<file path="src/rtl/result_acc_pkg.sv">
// Shared types and width helpers for the result accumulator.
// The entry typedef here uses the default widths; the top declares its own parameterised copy.
package result_acc_pkg;

  localparam int DEF_W = 10;
  localparam int DEF_N = 4;

  function automatic int sum_width(input int w, input int n);
    return w + $clog2(n);
  endfunction

  localparam int DEF_SW = sum_width(DEF_W, DEF_N);
  localparam int DEF_CW = $clog2(DEF_N + 1);

  typedef struct packed {
    logic [DEF_SW-1:0] sum;
    logic [DEF_CW-1:0] cnt;
  } acc_entry_t;

endpackage

</file>
<file path="src/rtl/result_acc_if.sv">
// Sample-input and group-output bundle of the result accumulator.
// The slave modport is the accumulator side; master is the surrounding logic.
interface result_acc_if
  import result_acc_pkg::*;
#(
  parameter int W     = 10,
  parameter int N     = 4,
  parameter int DEPTH = 4
);

  localparam int SW = sum_width(W, N);
  localparam int CW = $clog2(N + 1);
  localparam int LW = $clog2(DEPTH + 1);

  logic          in_valid;
  logic [W-1:0]  in_data;
  logic          flush;
  logic          out_valid;
  logic          out_ready;
  logic [SW-1:0] out_sum;
  logic [CW-1:0] out_cnt;
  logic          overflow;
  logic [LW-1:0] level;

  modport master (
    output in_valid, in_data, flush, out_ready,
    input  out_valid, out_sum, out_cnt, overflow, level
  );

  modport slave (
    input  in_valid, in_data, flush, out_ready,
    output out_valid, out_sum, out_cnt, overflow, level
  );

endinterface

</file>
<file path="src/rtl/result_acc_fifo.sv">
// Synchronous FIFO of group entries; occupancy counter separates full from empty.
// A push into a full FIFO is accepted only when a pop happens on the same edge.
module result_acc_fifo #(
  parameter int DEPTH = 4,
  parameter int EW    = 15,
  localparam int AW   = $clog2(DEPTH),
  localparam int LW   = $clog2(DEPTH + 1)
) (
  input  logic          clk,
  input  logic          rst,
  input  logic          push,
  input  logic          pop,
  input  logic [EW-1:0] din,
  output logic [EW-1:0] dout,
  output logic          full,
  output logic          empty,
  output logic [LW-1:0] level
);

  logic [EW-1:0] mem_q [DEPTH];
  logic [EW-1:0] mem_d [DEPTH];
  logic [AW-1:0] wr_q, wr_d, rd_q, rd_d;
  logic [LW-1:0] level_q, level_d;
  logic          do_push_s, do_pop_s;

  assign empty     = (level_q == {LW{1'b0}});
  assign full      = (level_q == LW'(DEPTH));
  assign do_pop_s  = pop && !empty;
  assign do_push_s = push && (!full || do_pop_s);

  always_comb begin
    mem_d   = mem_q;
    wr_d    = wr_q;
    rd_d    = rd_q;
    level_d = level_q;
    if (do_push_s) begin
      mem_d[wr_q] = din;
      wr_d        = wr_q + AW'(1);
    end else begin
      wr_d = wr_q;
    end
    if (do_pop_s) begin
      rd_d = rd_q + AW'(1);
    end else begin
      rd_d = rd_q;
    end
    case ({do_push_s, do_pop_s})
      2'b10:   level_d = level_q + LW'(1);
      2'b01:   level_d = level_q - LW'(1);
      default: level_d = level_q;
    endcase
  end

  always_ff @(posedge clk or posedge rst) begin
    if (rst) begin
      mem_q   <= '{default: {EW{1'b0}}};
      wr_q    <= {AW{1'b0}};
      rd_q    <= {AW{1'b0}};
      level_q <= {LW{1'b0}};
    end else begin
      mem_q   <= mem_d;
      wr_q    <= wr_d;
      rd_q    <= rd_d;
      level_q <= level_d;
    end
  end

  assign dout  = mem_q[rd_q];
  assign level = level_q;

endmodule

</file>
<file path="src/rtl/result_accumulator.sv">
// Sums groups of N adder results (or flushed partial groups) into an output FIFO.
// Groups closing while the FIFO is full and not popping are dropped and flagged.
module result_accumulator
  import result_acc_pkg::*;
#(
  parameter int W     = 10,
  parameter int N     = 4,
  parameter int DEPTH = 4
) (
  input  logic        clk,
  input  logic        rst,
  result_acc_if.slave bus
);

  localparam int SW = sum_width(W, N);
  localparam int CW = $clog2(N + 1);
  localparam int LW = $clog2(DEPTH + 1);

  typedef struct packed {
    logic [SW-1:0] sum;
    logic [CW-1:0] cnt;
  } entry_t;

  logic [SW-1:0] acc_q, acc_d, sample_s;
  logic [CW-1:0] cnt_q, cnt_d;
  logic          overflow_q, overflow_d;
  logic          close_s, push_s, pop_s, full_s, empty_s;
  entry_t        push_entry_s, head_s;
  logic [LW-1:0] level_s;

  assign sample_s = bus.in_valid ? SW'(bus.in_data) : {SW{1'b0}};
  assign pop_s    = !empty_s && bus.out_ready;
  assign close_s  = (bus.in_valid && (cnt_q == CW'(N - 1))) ||
                    (bus.flush && ((cnt_q != {CW{1'b0}}) || bus.in_valid));

  always_comb begin
    acc_d        = acc_q;
    cnt_d        = cnt_q;
    push_s       = 1'b0;
    push_entry_s = '{sum: {SW{1'b0}}, cnt: {CW{1'b0}}};
    if (close_s) begin
      push_s           = 1'b1;
      push_entry_s.sum = acc_q + sample_s;
      push_entry_s.cnt = cnt_q + CW'(bus.in_valid);
      acc_d            = {SW{1'b0}};
      cnt_d            = {CW{1'b0}};
    end else if (bus.in_valid) begin
      acc_d = acc_q + sample_s;
      cnt_d = cnt_q + CW'(1);
    end else begin
      acc_d = acc_q;
      cnt_d = cnt_q;
    end
    // A dropped group still clears acc/cnt above; only the flag records it.
    overflow_d = push_s && full_s && !pop_s;
  end

  always_ff @(posedge clk or posedge rst) begin
    if (rst) begin
      acc_q      <= {SW{1'b0}};
      cnt_q      <= {CW{1'b0}};
      overflow_q <= 1'b0;
    end else begin
      acc_q      <= acc_d;
      cnt_q      <= cnt_d;
      overflow_q <= overflow_d;
    end
  end

  result_acc_fifo #(
    .DEPTH (DEPTH),
    .EW    (SW + CW)
  ) u_fifo (
    .clk   (clk),
    .rst   (rst),
    .push  (push_s),
    .pop   (pop_s),
    .din   (push_entry_s),
    .dout  (head_s),
    .full  (full_s),
    .empty (empty_s),
    .level (level_s)
  );

  assign bus.out_valid = !empty_s;
  assign bus.out_sum   = head_s.sum;
  assign bus.out_cnt   = head_s.cnt;
  assign bus.overflow  = overflow_q;
  assign bus.level     = level_s;

endmodule

</file>
<file path="src/flat_wrapper.sv">
// flat-port wrapper written by rule: the top's interface ports become plain ports
module result_accumulator_flat import result_acc_pkg::*;
#(
  parameter int W     = 10,
  parameter int N     = 4,
  parameter int DEPTH = 4
)
  (clk, rst, bus_in_valid, bus_in_data, bus_flush, bus_out_ready, bus_out_valid, bus_out_sum, bus_out_cnt, bus_overflow, bus_level);
  result_acc_if #(.W(W), .N(N), .DEPTH(DEPTH)) bus_i ();
  input  logic clk;
  input  logic rst;
  input wire logic [$bits(bus_i.in_valid)-1:0] bus_in_valid;
  input wire logic [$bits(bus_i.in_data)-1:0] bus_in_data;
  input wire logic [$bits(bus_i.flush)-1:0] bus_flush;
  input wire logic [$bits(bus_i.out_ready)-1:0] bus_out_ready;
  output wire logic [$bits(bus_i.out_valid)-1:0] bus_out_valid;
  output wire logic [$bits(bus_i.out_sum)-1:0] bus_out_sum;
  output wire logic [$bits(bus_i.out_cnt)-1:0] bus_out_cnt;
  output wire logic [$bits(bus_i.overflow)-1:0] bus_overflow;
  output wire logic [$bits(bus_i.level)-1:0] bus_level;
  assign bus_i.in_valid = bus_in_valid;
  assign bus_i.in_data = bus_in_data;
  assign bus_i.flush = bus_flush;
  assign bus_i.out_ready = bus_out_ready;
  assign bus_out_valid = bus_i.out_valid;
  assign bus_out_sum = bus_i.out_sum;
  assign bus_out_cnt = bus_i.out_cnt;
  assign bus_overflow = bus_i.overflow;
  assign bus_level = bus_i.level;
  result_accumulator #(.W(W), .N(N), .DEPTH(DEPTH)) u_core (.clk(clk), .rst(rst), .bus(bus_i));
endmodule
</file>
<file path="config.mk">
export PLATFORM = sky130hd
export DESIGN_NAME = result_accumulator_flat
export DESIGN_NICKNAME = d
export VERILOG_FILES = /design/src/rtl/result_acc_pkg.sv /design/src/rtl/result_acc_if.sv /design/src/rtl/result_acc_fifo.sv /design/src/rtl/result_accumulator.sv /design/src/flat_wrapper.sv
export SDC_FILE = /design/constraint.sdc
export NUM_CORES = 1
export LEC_CHECK = 0
export ABC_AREA = 0
export CORE_UTILIZATION = 35
export CTS_CLUSTER_SIZE = 24
export DETAILED_ROUTE_END_ITERATION = 7
export PLACE_DENSITY = 0.55
export REMOVE_ABC_BUFFERS = 1
export SLEW_MARGIN = 5
export SYNTH_ARGS = -nofsm -noshare
export SYNTH_HDL_FRONTEND = slang
export SYNTH_SLANG_ARGS = --single-unit
</file>
<file path="constraint.sdc">
create_clock -name clk -period 7.8 [get_ports clk]
set_input_delay 1.17 -clock clk [delete_from_list [all_inputs] [get_ports clk]]
set_output_delay 1.17 -clock clk [all_outputs]
set_load 0.01 [all_outputs]
</file>
==> changes_impl.md <==
## Flow update

* MUX share of area at 21.4%
* AND-OR/OR-AND Cells, Area Fraction at 10.6%
* Hold EP: u_core.u_fifo.mem_q[56]$_DFFE_PP0P_
* WP buf/inv at 1
* Die X at 114 um
* GR peak layer: met2
* Largest stage delay, worst path at 0.77 ns
* Insertion Delay late pin at 0.35 ns
* Flop-to-flop setup slack at 5.08 ns
* Hold Vio Cnt, Final at 0
* Yosys stat area at 0.00437 mm^2
* WP data required at 8.08 ns
* Final ANT Viol Nets at 0
* Clock power frac at 24.3%
* Chip area at 0.0129 mm^2
* Cell Area, Placed at 0.00489 mm^2
* Largest register by flop count: u_core.u_fifo.mem_q
* Hold_ws at 0.486 ns
* Cell family with most CP delay: AND-OR/OR-AND gates
* Post-DP HPWL at 6250 um
* Hold_buf cts at 0
* Crit Reg-Reg Endpoint: u_core.u_fifo.mem_q[42]$_DFFE_PP0P_
* CP Capture Point: u_core.u_fifo.mem_q[42]$_DFFE_PP0P_
* CP dominant cell by count: and2_1
* Post-Layout Cell Count at 554
* WL met3 at 358 um
* Status: completed
* CTS Buf Count at 9
* Total gr overflow at 0
* Synthesized area at 0.00437 mm^2
* Post CTS Setup Buffer Count at 0
* Seq pwr share at 36.4%
* Clock Power at 0.475 mW
* Design Power at 1.96 mW
* Logic inverters at 10
* Critical path depth in cells at 8
* LEAKAGE at 2.26 nW
* Non-Clock Buffer Count at 39
* Core area at 0.0121 mm^2
* Worst Setup End Kind: register
* Distinct cell type count after synthesis at 45
* Reg area at 0.00208 mm^2
* XOR/XNOR Fraction of Synth Area at 2.41%
* Met1 WL at 4620 um
* Initial DRC Count at 148
* Worst Skew at 0.00906 ns
* Top Layer Used: met4
* Slew headroom at 25.8%
* Fillers at 1174
* Met3 usage at 4.57%
* Residual DRC at 0
* Sw Share at 32.2%
* Clock buffers at 9
* Combinational Power at 0.768 mW
* P_sw at 0.629 mW
* Well Taps at 168
* Post-Synthesis Cells at 348
* Port-buffer cells at 34
* CTS tree: done
* Hold Crit Depth at 1
* Yosys stat cell total at 348
* OpenROAD warnings at 29
* Post-CTS Resized at 0
* Top Layout Cells: 83 x dfrtp_1, 48 x mux2_2, 34 x clkdlybuf4s50_1
* Clock transition at the registers of the reported paths at 0.06 ns
* CP Launch Type: input pin
* Setup violators final at 0
* Critical Path AT at 4.36 ns
* Largest net degree at the start of global routing at 55
* Critical path's slowest cell: a21oi_1
* EDFF count, synth at 0
* Setup_tns at 0 ns
* CTS Sinks at 83
* Launch point of the worst path: bus_in_valid
* Top flop regs: u_core.u_fifo.mem_q x60, u_core.acc_q x12
* Flop count at 83
* Pwr top: combinational cells
* Logic area at 0.00218 mm^2
* Worst min path class: reg -> reg
* Post-place setup slack at 3.44 ns
* Comb area share at 41.9%
* Sequential cell power at 0.712 mW
* Placed cells at 538
* Synth logic family: multiplexers
* Initial antenna violation count at 0
* Number of max-cap violations at 0
* #FFs+latches synth at 83
* Area delta synth->final at 19.4%
* Ant diodes at 0
* CP max FO at 15
* Most frequent logic cell in the layout: dfrtp_1
* Fin crit period at 4.09 ns
* DR WL met2 at 4330 um
* First-pass GRT wire length at 15900 um
* CP cell instances: clkdlybuf4s50_1 -> and2_1 -> ha_1 -> a21oi_1 -> o21ai_0 -> and2_1 -> a211oi_1 -> mux2_2
* Via density at 5.19
* Worst-Margin Slew at 1.11 ns
* Fin area at 0.00522 mm^2
* R2R cell count at 6
* DRT Pass-1 Iters at 4
* Fmax at 245 MHz
* Share of cells above drive strength 1 at 23.8%
* Syn_area_per_cell at 12.6 um^2
* Biggest Area Class: multi-input combinational cells
* Number of global-route vias before repair at 3111
* Crit path kind: in -> reg
-- synthesized netlist by cell type, drive strengths merged (2+ instances only) --
cell type,count,area share (%)
nor2b,6,0.86
nor3,3,0.34
a211oi,2,0.34
o21a,3,0.52
buf,6,0.69
o21ai,16,1.8
nand2,10,0.86
nor4b,2,0.54
mux4,15,7.7
a21oi,15,1.7
xor2,4,0.80
nand2b,5,0.72
xnor2,8,1.6
clkbuf,11,0.95
inv,10,0.86
a31oi,2,0.29
mux2,52,13
a2111o,4,1.0
and2,13,1.9
fa,2,0.92
a22o,10,2.0
nor2,16,1.5
nand4,7,1.0
a21o,2,0.34
nand3,6,0.69
a211o,2,0.40
dfrtp,83,48
ha,19,5.4
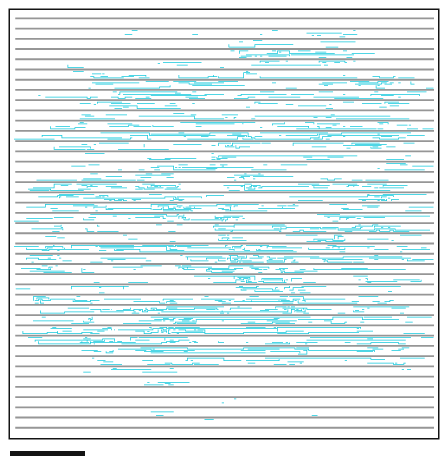
(images/met1.png)
Scale bar: 20 um. Supply wires on this layer in grey.
nets with wire on the layer	375
share of all routed wire	49%
wire length on this layer	4620 um
main direction	horizontal

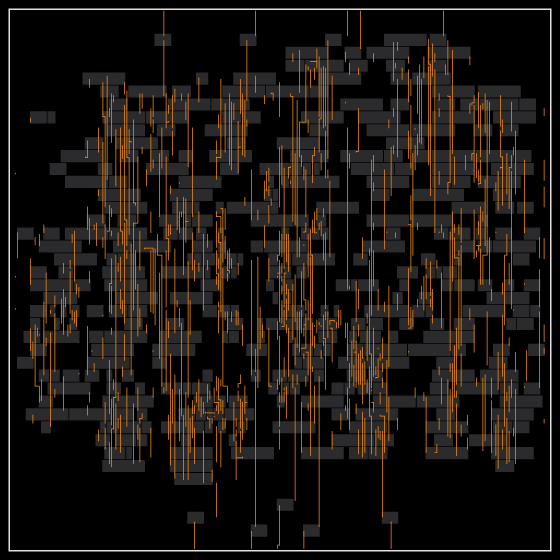
(images/met2.png)
Cells faint in the background.
main direction	vertical
share of all routed wire	46%
nets with wire on the layer	370
longest straight run	41.8 um
GRT met2 Usage: 25.9%
wirelength, routed: 9490 um

Power and IR drop assume default switching activity.
